--- src/rtl/ksa_seq_adder_pkg.sv ---
// Shared types for the sequential Kogge-Stone adder: FSM state encoding and
// the sizing rule for the chunk index counter.
package ksa_seq_pkg;

    typedef enum logic [1:0] {
        IDLE = 2'd0,
        RUN  = 2'd1,
        DONE = 2'd2
    } state_t;

    // A single-chunk configuration still needs a one-bit index register.
    function automatic int idx_w(input int nwords);
        return (nwords <= 1) ? 1 : $clog2(nwords);
    endfunction

endpackage

--- src/rtl/ksa_seq_adder_ksa.sv ---
// Single-cycle 2**wididx-bit Kogge-Stone adder with carry-in; reused once per
// chunk by the sequential adder.
module KSA #(
    parameter int wididx = 3
) (
    input  logic [(2**wididx)-1:0] i_a,
    input  logic [(2**wididx)-1:0] i_b,
    input  logic                   i_cin,
    output logic [(2**wididx)-1:0] o_sum,
    output logic                   o_cout
);
    localparam int CW = 2**wididx;

    always_comb begin
        logic [CW-1:0] g;
        logic [CW-1:0] p;
        logic [CW-1:0] p0;
        logic [CW-1:0] c;
        p0   = i_a ^ i_b;
        p    = p0;
        g    = i_a & i_b;
        // Fold carry-in into bit 0 so the prefix tree yields true carries.
        g[0] = g[0] | (p0[0] & i_cin);
        for (int l = 0; l < wididx; l++) begin
            // Descending order keeps g/p[i-d] at the previous level's value.
            for (int i = CW - 1; i >= (1 << l); i--) begin
                g[i] = g[i] | (p[i] & g[i - (1 << l)]);
                p[i] = p[i] & p[i - (1 << l)];
            end
        end
        c[0] = i_cin;
        for (int i = 1; i < CW; i++) begin
            c[i] = g[i-1];
        end
        o_sum  = p0 ^ c;
        o_cout = g[CW-1];
    end

endmodule

--- src/rtl/ksa_seq_adder.sv ---
// Multi-cycle W-bit add/subtract: one chunk per cycle through a shared
// Kogge-Stone adder, LSB chunk first, carry chained through a register.
module ksa_seq_adder
    import ksa_seq_pkg::*;
#(
    parameter int WIDIDX = 3,
    parameter int NWORDS = 4
) (
    input  logic                               clk,
    input  logic                               rst_n,
    input  logic                               in_valid,
    output logic                               in_ready,
    input  logic [NWORDS*(2**WIDIDX)-1:0]      in_a,
    input  logic [NWORDS*(2**WIDIDX)-1:0]      in_b,
    input  logic                               in_sub,
    input  logic                               in_cin,
    output logic                               out_valid,
    input  logic                               out_ready,
    output logic [NWORDS*(2**WIDIDX)-1:0]      out_sum,
    output logic                               out_cout,
    output logic                               out_ovf,
    output logic                               busy
);
    localparam int CW = 2**WIDIDX;
    localparam int W  = NWORDS * CW;
    localparam int IW = idx_w(NWORDS);

    state_t          r_state;
    state_t          w_state_nxt;
    logic [W-1:0]    r_a_sh;
    logic [W-1:0]    r_b_sh;
    logic [W-1:0]    r_sum_sh;
    logic            r_carry;
    logic [IW-1:0]   r_idx;
    logic            r_cout;
    logic            r_ovf;
    logic [CW-1:0]   w_sum;
    logic            w_cout;
    logic            w_accept;
    logic            w_last;
    logic            w_msb_cin;

    KSA #(.wididx(WIDIDX)) u_ksa (
        .i_a    (r_a_sh[CW-1:0]),
        .i_b    (r_b_sh[CW-1:0]),
        .i_cin  (r_carry),
        .o_sum  (w_sum),
        .o_cout (w_cout)
    );

    assign w_accept  = in_valid & in_ready;
    assign w_last    = (r_state == RUN) && (r_idx == IW'(NWORDS - 1));
    // Carry into the sign bit, recovered from the sum bit and its operands.
    assign w_msb_cin = w_sum[CW-1] ^ r_a_sh[CW-1] ^ r_b_sh[CW-1];

    always_ff @(posedge clk) begin
        if (!rst_n) begin
            r_state <= IDLE;
        end else begin
            r_state <= w_state_nxt;
        end
    end

    always_comb begin
        w_state_nxt = r_state;
        case (r_state)
            IDLE:    if (w_accept) w_state_nxt = RUN;
            RUN:     if (w_last) w_state_nxt = DONE;
            DONE:    if (out_ready) w_state_nxt = in_valid ? RUN : IDLE;
            default: w_state_nxt = IDLE;
        endcase
    end

    always_comb begin
        in_ready  = (r_state == IDLE) || ((r_state == DONE) && out_ready);
        out_valid = (r_state == DONE);
        busy      = (r_state != IDLE);
    end

    always_ff @(posedge clk) begin
        if (!rst_n) begin
            r_a_sh   <= '0;
            r_b_sh   <= '0;
            r_sum_sh <= '0;
            r_carry  <= 1'b0;
            r_idx    <= '0;
            r_cout   <= 1'b0;
            r_ovf    <= 1'b0;
        end else if (w_accept) begin
            r_a_sh  <= in_a;
            r_b_sh  <= in_sub ? ~in_b : in_b;
            r_carry <= in_sub ? ~in_cin : in_cin;
            r_idx   <= '0;
        end else if (r_state == RUN) begin
            r_sum_sh <= (r_sum_sh >> CW) | (W'(w_sum) << (W - CW));
            r_carry  <= w_cout;
            r_a_sh   <= r_a_sh >> CW;
            r_b_sh   <= r_b_sh >> CW;
            if (w_last) begin
                r_cout <= w_cout;
                r_ovf  <= w_cout ^ w_msb_cin;
            end else begin
                r_idx <= r_idx + IW'(1);
            end
        end
    end

    assign out_sum  = r_sum_sh;
    assign out_cout = r_cout;
    assign out_ovf  = r_ovf;

endmodule

--- config.mk ---
export PLATFORM = sky130hd
export DESIGN_NAME = ksa_seq_adder
export DESIGN_NICKNAME = d
export VERILOG_FILES = /design/src/rtl/ksa_seq_adder_pkg.sv /design/src/rtl/ksa_seq_adder_ksa.sv /design/src/rtl/ksa_seq_adder.sv
export SDC_FILE = /design/constraint.sdc
export NUM_CORES = 1
export LEC_CHECK = 0
export CORE_MARGIN = 2
export CORE_UTILIZATION = 35
export DETAILED_ROUTE_END_ITERATION = 10
export HOLD_SLACK_MARGIN = 0.02
export PLACE_DENSITY = 0.65
export RECOVER_POWER = 100
export SYNTH_ARGS = -nofsm -noshare
export SYNTH_HDL_FRONTEND = slang
export SYNTH_SLANG_ARGS = --single-unit
--- constraint.sdc ---
create_clock -name clk -period 2.3 [get_ports clk]
set_input_delay 0.46 -clock clk [delete_from_list [all_inputs] [get_ports clk]]
set_output_delay 0.46 -clock clk [all_outputs]
set_load 0.05 [all_outputs]
clock_wires.png
Bar = 20 µm.
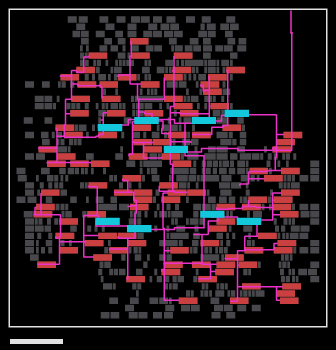
[magenta] clock wires | length: 1,170 µm
[red] flip-flops | count: 103
[cyan] clock-net drivers | count: 9
routed clock nets	10
Clock Skews: 0.00632 ns
clock share of power: 35.9%
Worst-Skew Late Latency: 0.34 ns
clk pwr: 1.56 mW

layers.png
Bar = 20 µm. Two of the layers only.
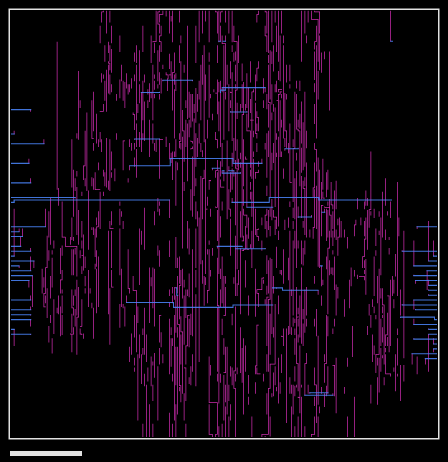
color	layer	wire length
blue	M3	506 µm
magenta	M2	6,110 µm
vias: 4,231
WL final: 12.0 mm
total track usage: 16.7%

ff_map.png
Bar = 20 µm. Other sequential cells in the stronger gray, the rest of the logic in the fainter gray.
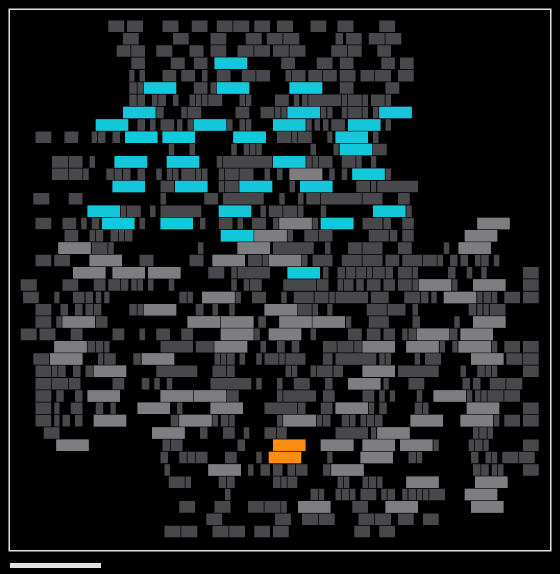
color	name in the netlist	placed flops
orange	r_state	2
cyan	r_b_sh	32
not colored	69

==> flow_metrics.tcl <==
# place-and-route summary
set metrics [dict create \
    cp.required_ns 1.84 \
    viasPerCell 5.02 \
    critPathArrivalTime_ns 1.74 \
    common_cells "162 x nand2_1, 103 x dfxtp_1, 70 x a21oi_1" \
    avgSynthCellArea_um2 8.05 \
    die_x_um 119 \
    post_route_cells_drive_above_1_share_pct 5.56 \
    hold_viol_final 0 \
    yosys_cells 577 \
    maxClockFrequency_mhz 454 \
    totalPowerFinal_mw 4.34 \
    grt-ovfl-total 0 \
    warning_count 26 \
    grt_pass1_vias 4036 \
    design_area_um2 6180 \
    outcome "completed" \
    rr_worst_depth 9 \
    end_kind "primary output" \
    topCellsByArea "dfxtp_1 44%, nand2_1 13%, a21oi_1 7.5%" \
    gp_congestion 0.826 \
    post_cts_resized 0 \
    syn_inst 577 \
    num_rows 42 \
    io_pins 107 \
    rsz0062_at_grt "no" \
    synth_nets 657 \
    grt_max_degree 88 \
    ys_types 41 \
    yosys_warnings 0 \
    ant_nets 0 \
    ys_seq_share_pct 44.4 \
    final-seq-area_um2 2060 \
    top_cell "nand2_1" \
    nNetsFinal 741 \
    cts_root_buffer "clkbuf_16" \
    first_iter_violations 266 \
    cts_tree "built" \
    clock-sinks 103 \
    final_cell_count_no_fill 842 \
    cts_max_level 3 \
    ir_worst_vdd_uv 368 \
    flop_cell "dfxtp_1" \
    setup_viol 0 \
    antennaDiodeCount 0 \
    dp.cells 826 \
    core_um2 13100 \
    cap_violations 0 \
    tightest_slew_ns 0.716 \
    final_util_pct 47.2 \
    p_leak_nw 2.36 \
    worst-setup-path-type "reg2out" \
    logic_area_um2 2360 \
    power_density_nw_per_um2 702 \
    drt-wirelength-per-cell_um 14.2 \
    drtPass1Iterations 4 \
    io_buffers 106 \
    whs_path_depth 2 \
    grt_pass1_wl_mm 19.4 \
    fp_util_pct 35.5 \
    antenna_found_initial 0 \
    hpwl_mm 8.48 \
    top_area_cell "dfxtp_1" \
    slowest_stage "dlygate4sd3_1" \
    cts_setup_buffers 0 \
    yosys_area_um2 4650 \
    edf_count 0 \
    drc 0 \
    slew_violations 0 \
    critPathMaxStageDelay_ns 0.76 \
    setup_tns_ns 0 \
    cts_buffers 9 \
    crit_chain "or2_2 -> dlygate4sd3_1" \
    regToRegSetupSlack_ns 0.18 \
    yosys_register_bits 103 \
    cts_buffer_depth 2 \
]
-- metal layers --
metal | share of wire [%] | wire length, µm | up-vias | GRT usage, %
li1 | - | - | 2129 | -
met1 | 43 | 5220 | 1996 | 20.9
met2 | 51 | 6110 | 95 | 29.0
met3 | 4.2 | 506 | 11 | 3.93
met4 | 1.3 | 157 | 0 | 4.24
met5 | 0 | 0 | - | 0
-- path summary, 6_finish.rpt --
check             startpoint          to
hold / removal    out_sum[3]  out_sum[3]
hold reg to reg   out_sum[3]  out_sum[3]
setup reg to reg   r_a_sh[0]     out_ovf
setup / recovery  r_state[1]        busy
-- power by group --
| group | leakage (nW) | internal [mW] | switching (mW) |
|---|---|---|---|
| registers | 0.844 | 1.90 | 0.0757 |
| clock network | 0.147 | 0.866 | 0.692 |
| logic | 1.37 | 0.345 | 0.463 |
| total | 2.36 | 3.11 | 1.23 |
-- layout make-up --
type                    instances  share of cell area [%]
inverters                       5                   0.324
repair buffers                119                    19.6
clock inverters                 6                    1.26
flip-flops and latches        103                    33.4
well taps                     176                    3.56
clock buffers                  10                    3.71
multi-input cells             423                    38.2
-- layout by cell type (no fill, tap or decap), drive strengths merged, types with 2 or more instances in the layout --
cell	netlist	routed
clkinv	0	2
a211oi	5	5
dfxtp	103	103
ha	8	8
xor2	34	34
buf	23	9
xnor2	6	6
nor2	44	44
clkbuf	23	16
o211ai	2	2
clkdlybuf4s50	0	68
nand2	162	162
fa	2	2
a22oi	16	16
nand2b	4	4
inv	5	7
dlygate4sd3	0	36
a21o	2	2
o21ai	3	3
nand3	17	17
a21oi	71	71
a311oi	32	32
-- through the flow --
stage               setup slack, ns  hold slack (ns)
global route                0.00904            0.473
finish                       0.0967            0.454
detailed placement            0.201            0.447
floorplan                    0.0602            0.437
global placement              0.235            0.444
CTS                          0.0931            0.458
-- state kept, by name, summed over array words and instances (netlist names) --
| name | cells |
|---|---|
| r_carry | 1 |
| r_b_sh | 32 |
| out_sum | 32 |
| out_ovf | 1 |
| r_idx | 2 |
| out_cout | 1 |
| r_state | 2 |
| r_a_sh | 32 |
-- kinds of logic after synthesis --
group | share of synthesized area (%)
AND-OR/OR-AND | 20.0
buffers and inverters | 4.69
adder cells (fa/ha/maj) | 3.02
AND/OR/NAND/NOR | 20.2
multiplexers | 0.215
XOR/XNOR | 7.54
flip-flops | 44.4
-- critical path, delay by kind of cell (launching register included) --
family	cells	cell delay, ns
buffers and inverters	1	0.76
AND/OR/NAND/NOR	1	0.30
flip-flops	1	0.34
No activity file was given, so power comes from the tool's default toggle rates.
